--- config.mk ---
export PLATFORM = sky130hd
export DESIGN_NAME = scmp_bus_if
export DESIGN_NICKNAME = d
export VERILOG_FILES = /design/src/rtl/scmp_bus_if.sv
export SDC_FILE = /design/constraint.sdc
export NUM_CORES = 1
export LEC_CHECK = 0
export ABC_CLOCK_PERIOD_IN_PS = 2700
export CAP_MARGIN = 20
export CORE_MARGIN = 5
export CORE_UTILIZATION = 45
export DETAILED_ROUTE_END_ITERATION = 10
export GPL_TIMING_DRIVEN = 1
export PLACE_DENSITY = 0.79
export SYNTH_ARGS = -nofsm -noshare
export SYNTH_HDL_FRONTEND = slang
export SYNTH_SLANG_ARGS = --single-unit
--- constraint.sdc ---
create_clock -name clk -period 2.7 [get_ports clk]
set_clock_uncertainty 0.15 [all_clocks]
set_input_delay 0.54 -clock clk [delete_from_list [all_inputs] [get_ports clk]]
set_output_delay 0.54 -clock clk [all_outputs]
set_load 0.01 [all_outputs]
--- src/rtl/scmp_bus_if.sv ---
// scmp_bus_if: downstream bus-interface stage for the scmp core.
// Demultiplexes the address-strobe cycle (A15:12 and cycle flags on D_o),
// turns RD_n/WR_n strobes into a level req / single-cycle ack handshake,
// returns read data on cpu_D_i and flags strobe-protocol and timeout errors.
module scmp_bus_if #(
    parameter int          MAX_WAIT  = 15,     // 1..255 cycles of mem_req without mem_ack
    parameter logic [7:0]  IDLE_DATA = 8'hFF   // idle bus value, also returned on timeout
) (
    input  logic        clk,
    input  logic        rst_n,
    input  logic [11:0] cpu_addr,
    input  logic [7:0]  cpu_D_o,
    input  logic        cpu_ADS_n,
    input  logic        cpu_RD_n,
    input  logic        cpu_WR_n,
    output logic [7:0]  cpu_D_i,
    output logic [15:0] mem_addr,
    output logic [7:0]  mem_wdata,
    output logic        mem_req,
    output logic        mem_we,
    input  logic        mem_ack,
    input  logic [7:0]  mem_rdata,
    output logic [3:0]  cyc_flags,
    input  logic        err_clr,
    output logic        late_err,
    output logic        tmo_err
);

    localparam int CW = $clog2(MAX_WAIT + 1);
    // Last count value at which a missing ack still leaves room to wait;
    // sampling no ack here makes the counter reach MAX_WAIT (timeout).
    localparam logic [CW-1:0] WAIT_LAST = CW'(MAX_WAIT - 1);

    typedef enum logic [2:0] {
        IDLE    = 3'd0,
        ADDR    = 3'd1,
        RD_WAIT = 3'd2,
        RD_DONE = 3'd3,
        WR_WAIT = 3'd4,
        WR_DONE = 3'd5
    } state_t;

    state_t          state_reg;
    logic [CW-1:0]   wait_cnt_reg;
    logic [15:0]     mem_addr_reg;
    logic [7:0]      mem_wdata_reg;
    logic [3:0]      cyc_flags_reg;
    logic            mem_req_reg;
    logic            mem_we_reg;
    logic [7:0]      rdata_reg;      // read data held for the core during RD_DONE
    logic            late_err_reg;
    logic            tmo_err_reg;

    logic [15:0]     cap_addr;
    logic            strobe_low;
    logic            wait_end;

    // Full address and the strobe belonging to the outstanding request.
    assign cap_addr   = {cpu_D_o[3:0], cpu_addr};
    assign strobe_low = (state_reg == RD_WAIT) ? ~cpu_RD_n : ~cpu_WR_n;
    assign wait_end   = mem_ack || (wait_cnt_reg == WAIT_LAST);

    // Bus FSM: address capture, request/ack handshake, sticky error flags.
    always_ff @(posedge clk or negedge rst_n) begin
        if (!rst_n) begin
            state_reg     <= IDLE;
            wait_cnt_reg  <= '0;
            mem_addr_reg  <= '0;
            mem_wdata_reg <= '0;
            cyc_flags_reg <= '0;
            mem_req_reg   <= 1'b0;
            mem_we_reg    <= 1'b0;
            rdata_reg     <= IDLE_DATA;
            late_err_reg  <= 1'b0;
            tmo_err_reg   <= 1'b0;
        end else begin
            // Clear first; any set below in the same cycle overrides it.
            if (err_clr) begin
                late_err_reg <= 1'b0;
                tmo_err_reg  <= 1'b0;
            end

            case (state_reg)
                IDLE: begin
                    if (!cpu_ADS_n) begin
                        mem_addr_reg  <= cap_addr;
                        cyc_flags_reg <= cpu_D_o[7:4];
                        state_reg     <= ADDR;
                    end
                end

                ADDR: begin
                    if (!cpu_ADS_n) begin
                        // Stretched ADS_n keeps re-capturing; last value wins.
                        mem_addr_reg  <= cap_addr;
                        cyc_flags_reg <= cpu_D_o[7:4];
                    end else if (!cpu_RD_n) begin
                        if (!cpu_WR_n) begin
                            late_err_reg <= 1'b1;
                        end
                        mem_req_reg  <= 1'b1;
                        mem_we_reg   <= 1'b0;
                        wait_cnt_reg <= '0;
                        state_reg    <= RD_WAIT;
                    end else if (!cpu_WR_n) begin
                        mem_req_reg   <= 1'b1;
                        mem_we_reg    <= 1'b1;
                        mem_wdata_reg <= cpu_D_o;
                        wait_cnt_reg  <= '0;
                        state_reg     <= WR_WAIT;
                    end
                end

                RD_WAIT, WR_WAIT: begin
                    // A new address strobe while busy is a protocol error; the
                    // address is dropped and the outstanding request continues.
                    if (!cpu_ADS_n) begin
                        late_err_reg <= 1'b1;
                    end
                    // Counter never exceeds MAX_WAIT: it leaves this state at
                    // WAIT_LAST at the latest, so the increment saturates there.
                    wait_cnt_reg <= wait_cnt_reg + CW'(1);
                    if (wait_end) begin
                        mem_req_reg <= 1'b0;
                        if (!mem_ack) begin
                            tmo_err_reg <= 1'b1;
                        end
                        if (state_reg == RD_WAIT) begin
                            rdata_reg <= mem_ack ? mem_rdata : IDLE_DATA;
                        end
                        if (strobe_low) begin
                            state_reg <= (state_reg == RD_WAIT) ? RD_DONE : WR_DONE;
                        end else begin
                            late_err_reg <= 1'b1;
                            state_reg    <= IDLE;
                        end
                    end
                end

                RD_DONE, WR_DONE: begin
                    if (!cpu_ADS_n) begin
                        mem_addr_reg  <= cap_addr;
                        cyc_flags_reg <= cpu_D_o[7:4];
                        state_reg     <= ADDR;
                    end else if ((state_reg == RD_DONE) ? cpu_RD_n : cpu_WR_n) begin
                        state_reg <= IDLE;
                    end
                end

                default: begin
                    state_reg <= IDLE;
                end
            endcase
        end
    end

    // Read data mux: zero-latency bypass in the ack cycle, held data after.
    always_comb begin
        cpu_D_i = IDLE_DATA;
        if (state_reg == RD_WAIT && mem_ack) begin
            cpu_D_i = mem_rdata;
        end else if (state_reg == RD_DONE) begin
            cpu_D_i = rdata_reg;
        end
    end

    assign mem_addr  = mem_addr_reg;
    assign mem_wdata = mem_wdata_reg;
    assign mem_req   = mem_req_reg;
    assign mem_we    = mem_we_reg;
    assign cyc_flags = cyc_flags_reg;
    assign late_err  = late_err_reg;
    assign tmo_err   = tmo_err_reg;

endmodule
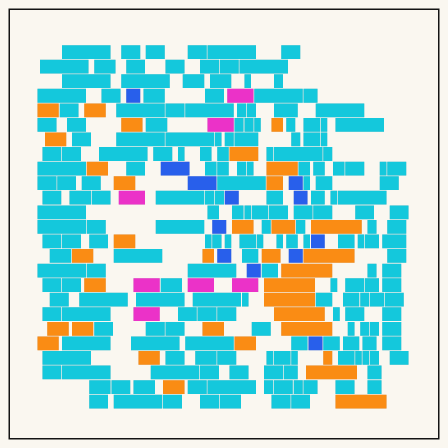
run_1/sizes.png
- _2 cells: orange (cells 34; share 13%; most used mux2_2)
- _0 and _1 cells: cyan (cells 212; share 80%; most used clkdlybuf4s50_1)
- _3 and _4 cells: blue (cells 12; share 4.5%; most used buf_4)
- _6 and larger: magenta (cells 7; share 2.6%; most used clkbuf_8)

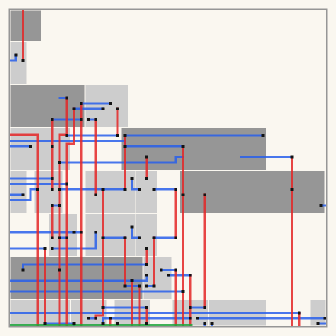
run_1/detail.png
Region (50, 50) to (70, 70) um. Cells in grey, sequential cells in the stronger grey; small squares are vias.
- metal 3: green
- metal 2: red
- metal 1: blue
- cells with their middle in the window: 20
- most frequent: dfrtp_1 (4), xnor2_1 (2), nor2_1 (2)
- sequential cells in the window: 4
- netlist names of flops here include: wait_cnt_reg (3), tmo_err (1)

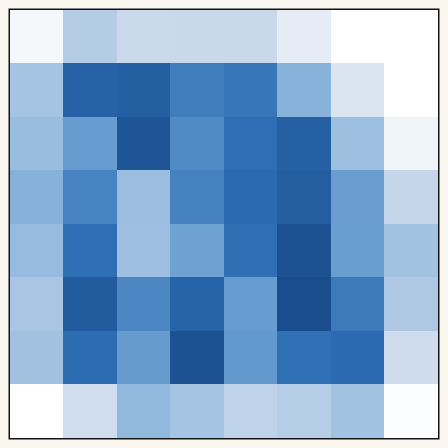
run_1/cell_density.png
8 x 8 tiles, from white (low) to dark blue (high), 0 to 100% covered.
- mean over tiles: 48%
- emptiest ninth of the die: top right
- fullest tile: 88%

==> run 1: through the flow <==
| stage | setup slack (ps) | hold WS [ps] | util (%) | power, mW | std cells |
|---|---|---|---|---|---|
| 2_1_floorplan | 822 | 94.4 | - | 2.00 | 183 |
| 3_3_place_gp | 33.4 | 317 | 64.4 | 2.64 | 324 |
| 3_5_place_dp | 10.8 | 324 | 64.4 | 2.68 | 324 |
| 4_1_cts | 5.61 | 137 | 66.5 | 3.15 | 332 |
| 5_1_grt | 38.9 | 162 | 66.6 | 3.33 | 332 |
| 6_report | 191 | 124 | 66.6 | 3.12 | 332 |
==> changes_impl.md, run 1 <==
### Implementation results

- Sequential fraction of design power: 38.6%
- Detailed Place HPWL: 3790 um
- Commonest flop: dfrtp_1
- Max-cap violation count: 0
- Layout Nets: 301
- Setup TNS: 0 ps
- Antenna fix cells: 0
- Final Instance Area: 3150 um^2
- Largest net degree at the start of global routing: 31
- Ys cells: 183
- Max_slew headroom: 56.9%
- Routed Wire Length: 5020 um
- Clk tree area frac: 3.18%
- RSZ-0062 raised after global routing: no
- CTS tree: yes
- LEAKAGE: 1.29 nW
- Top-count cell post-synth: dfrtp_1
- WP data required: 2010 ps
- Hold Crit Class: in2async
- Fraction of area in registers: 37.7%
- Status: complete, no violations
- Skew-Pair Late Insertion Delay: 290 ps
- Crit path depth: 3
- Largest register FFs: 16
- Arr. time, crit path: 1820 ps
- Crit path to: cpu_D_i[5]
- Power density of the placed cells: 991 nW/um^2
- I/O pin total: 75
- Layout cells sized above 1: 20.0%
- Synth-to-Final Area Change: 43.0%
- Final min period: 2510 ps
- First-pass GRT wire length: 8400 um
- Kind of critical path: reg2out
- Clk sinks: 47
- Comb gates: 123
- Top cell excl fill/tap: clkdlybuf4s50_1
- CP Launch Type: flop
- Logic share of the area: 30.2%
- Register area: 1190 um^2
- Post-synth regs: 47
- Setup-failing EPs final: 0
- Delay-heaviest family, CP: buffers and inverters
- # rows: 25
- DRT antenna net count: 0
- Synth cell types: 39
==> inputs of run 2 (changes only) <==
--- a/config.mk
+++ b/config.mk
@@ -5,13 +5,15 @@
 export SDC_FILE = /design/constraint.sdc
 export NUM_CORES = 1
 export LEC_CHECK = 0
+export ABC_AREA = 1
 export ABC_CLOCK_PERIOD_IN_PS = 2700
 export CAP_MARGIN = 20
 export CORE_MARGIN = 5
 export CORE_UTILIZATION = 45
 export DETAILED_ROUTE_END_ITERATION = 10
+export DONT_BUFFER_PORTS = 1
 export GPL_TIMING_DRIVEN = 1
-export PLACE_DENSITY = 0.79
+export PLACE_DENSITY = 0.6
 export SYNTH_ARGS = -nofsm -noshare
 export SYNTH_HDL_FRONTEND = slang
 export SYNTH_SLANG_ARGS = --single-unit
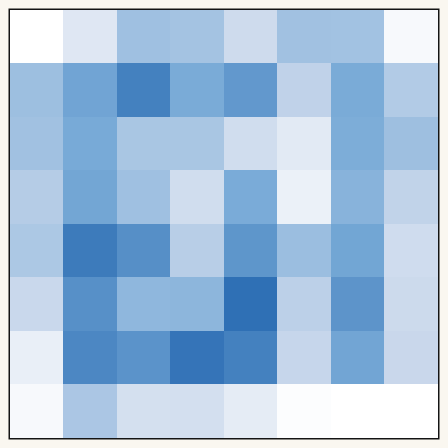
run_2/cell_density.png
8 x 8 tiles, from white (low) to dark blue (high), 0 to 100% covered.
- nearly empty tiles: 6.2%
- emptiest ninth of the die: bottom right
- mean over tiles: 36%
- fullest tile: 74%
- densest ninth of the die: left middle

==> run 2 against run 1 <==
Effect of this change:
- first-iteration DRC count down 3.6%
- maximum frequency up 9.0%
- combinational power decreased by 43%
- utilization decreased by 17 points
- worst hold slack improved by 73 ps
- sequential share of layout area grew 10 points
- critical path type unchanged
- setup slack improved by 210 ps
- sequential power up about 20%
- total power down 12%
- register-to-register slack improved by 360 ps
- clock power up 11%
==> changes_impl.md, run 2 <==
### Implementation results

- Sequential fraction of design power: 51.0% (+12 points)
- Synth cell types: 25 (-36%)
- Delay-heaviest family, CP: flip-flops
- Commonest flop: dfrtp_1
- Hold Crit Class: in2reg
- WP data required: 2010 ps (about the same)
- I/O pin total: 75 (unchanged)
- # rows: 26 (+4.0%)
- Synth-to-Final Area Change: 7.78%
- Setup-failing EPs final: 0 (unchanged)
- Dpl cells: 324 (unchanged)
- Skew-Pair Late Insertion Delay: 290 ps (about the same)
- Routed Wire Length: 4340 um (-14%)
- Status: complete, no violations
- Crit path depth: 6 (+3)
- Fraction of area in registers: 48.2% (+10 points)
- Largest register FFs: 16 (unchanged)
- Largest net degree at the start of global routing: 48 (+55%)
- Ys cells: 259 (+42%)
- First-pass GRT wire length: 7000 um (-17%)
- Final Instance Area: 2460 um^2 (-22%)
- Detailed Place HPWL: 3230 um (-15%)
- Antenna fix cells: 0 (unchanged)
- Power density of the placed cells: 1110 nW/um^2 (+12%)
- LEAKAGE: 1.27 nW (-1.6%)
- Setup TNS: 0 ps (unchanged)
==> run 2: logic make-up after synthesis <==
| family | after synthesis | share of synthesized area, % |
|---|---|---|
| simple gates | 95 | 18.0 |
| compound gates | 60 | 17.6 |
| buf+inv | 53 | 10.7 |
| flops | 47 | 51.9 |
| xor+xnor | 2 | 0.767 |
| fa+ha+maj | 2 | 1.10 |
==> run 2: stage by stage <==
stage	worst slack (ps)	power, mW	util (%)
2_1_floorplan	903	2.08	-
3_3_place_gp	780	2.22	46.2
3_5_place_dp	737	2.24	46.2
4_1_cts	398	2.78	49.2
5_1_grt	273	2.98	49.2
6_report	398	2.73	49.2
==> run 2: timing repair <==
action,4_1_cts,5_1_grt
hold endpoints to repair,47,0
hold buffers,2,0
setup endpoints to repair,0,0
==> inputs of run 3 (changes only) <==
--- a/config.mk
+++ b/config.mk
@@ -8,12 +8,14 @@
 export ABC_AREA = 1
 export ABC_CLOCK_PERIOD_IN_PS = 2700
 export CAP_MARGIN = 20
+export CORE_ASPECT_RATIO = 1.4
 export CORE_MARGIN = 5
 export CORE_UTILIZATION = 45
 export DETAILED_ROUTE_END_ITERATION = 10
 export DONT_BUFFER_PORTS = 1
 export GPL_TIMING_DRIVEN = 1
 export PLACE_DENSITY = 0.6
+export SKIP_CTS_REPAIR_TIMING = 1
 export SYNTH_ARGS = -nofsm -noshare
 export SYNTH_HDL_FRONTEND = slang
 export SYNTH_SLANG_ARGS = --single-unit
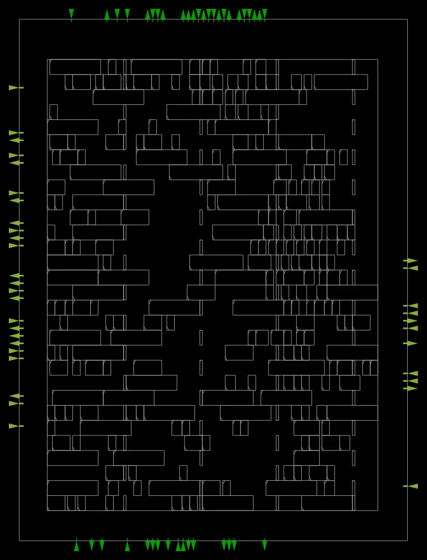
run_3/placement.png
Placeable Area: 4880 um^2
number of fill cells: 476
# rows: 30
registers: 47
Final Util: 49.6%

==> run 3 against run 2 <==
Effect of this change:
- sequential power barely moved
- sequential cell count stayed put
- sequential share of layout area rose by 0.85 points
- global-route usage increased by 0.64 points
- non-clock buffer count did not move
- utilization is 0.44 points higher
- via count grew 2.0%
- largest power group unchanged
==> changes_impl.md, run 3 <==
### Implementation results

- Status: complete, no violations
- Post-Synth Adder-Cell Area: 1.10% (unchanged)
- Synth cell types: 25 (unchanged)
- Antenna fix cells: 0 (unchanged)
- Synth-to-Final Area Change: 5.91%
- Post-synthesis simple-gate area fraction: 18.0% (unchanged)
- Delay-heaviest family, CP: flip-flops
- I/O pin total: 75 (unchanged)
- Setup-failing EPs final: 0 (unchanged)
- Fraction of area in registers: 49.0% (+0.85 points)
- Hold Crit Class: in2reg
- XOR Share, Synth: 0.767% (unchanged)
- Setup TNS: 0 ps (unchanged)
- First-pass GRT wire length: 7700 um (+10%)
- Dominant comb cell: simple AND/OR/NAND/NOR gates
- Multiplexer share: 0% (unchanged)
- Routed Wire Length: 4690 um (+8.0%)
- Largest register FFs: 16 (unchanged)
- Final Instance Area: 2420 um^2 (-1.7%)
- Ys cells: 259 (unchanged)
- Final Power: 2.63 mW (-3.6%)
- Dpl cells: 318 (-1.9%)
- Skew-Pair Late Insertion Delay: 290 ps (about the same)
- Detailed Place HPWL: 3440 um (+6.5%)
## run 3: cell counts after synthesis
No cell type changed its count.
## run 3: cell families (layout without fill, tap and decap cells)
| kind of cell | Yosys count | after routing |
|---|---|---|
| DFF | 47 | 47 |
| buffers and inverters | 53 | 57 |
| xor gates and xnor gates | 2 | 2 |
| adders and majority gates | 2 | 2 |
| and+or+nand+nor | 95 | 95 |
| AOI/OAI and AO/OA | 60 | 60 |
## run 3: worst paths after layout
kind	startpoint	end	slack [ps]	cells after the start
min in group asynchronous	rst_n	tmo_err	610	2
setup / recovery	state_reg[2]	cpu_D_i[5]	410	6
hold reg to reg	rdata_reg[7]	rdata_reg[7]	330	2
setup reg to reg	state_reg[1]	cyc_flags[2]	900	6
hold / removal	mem_ack	tmo_err	190	1
max in group asynchronous	rst_n	rdata_reg[7]	1500	2
Power figures rest on the tool's default switching activity, not on a simulated workload.
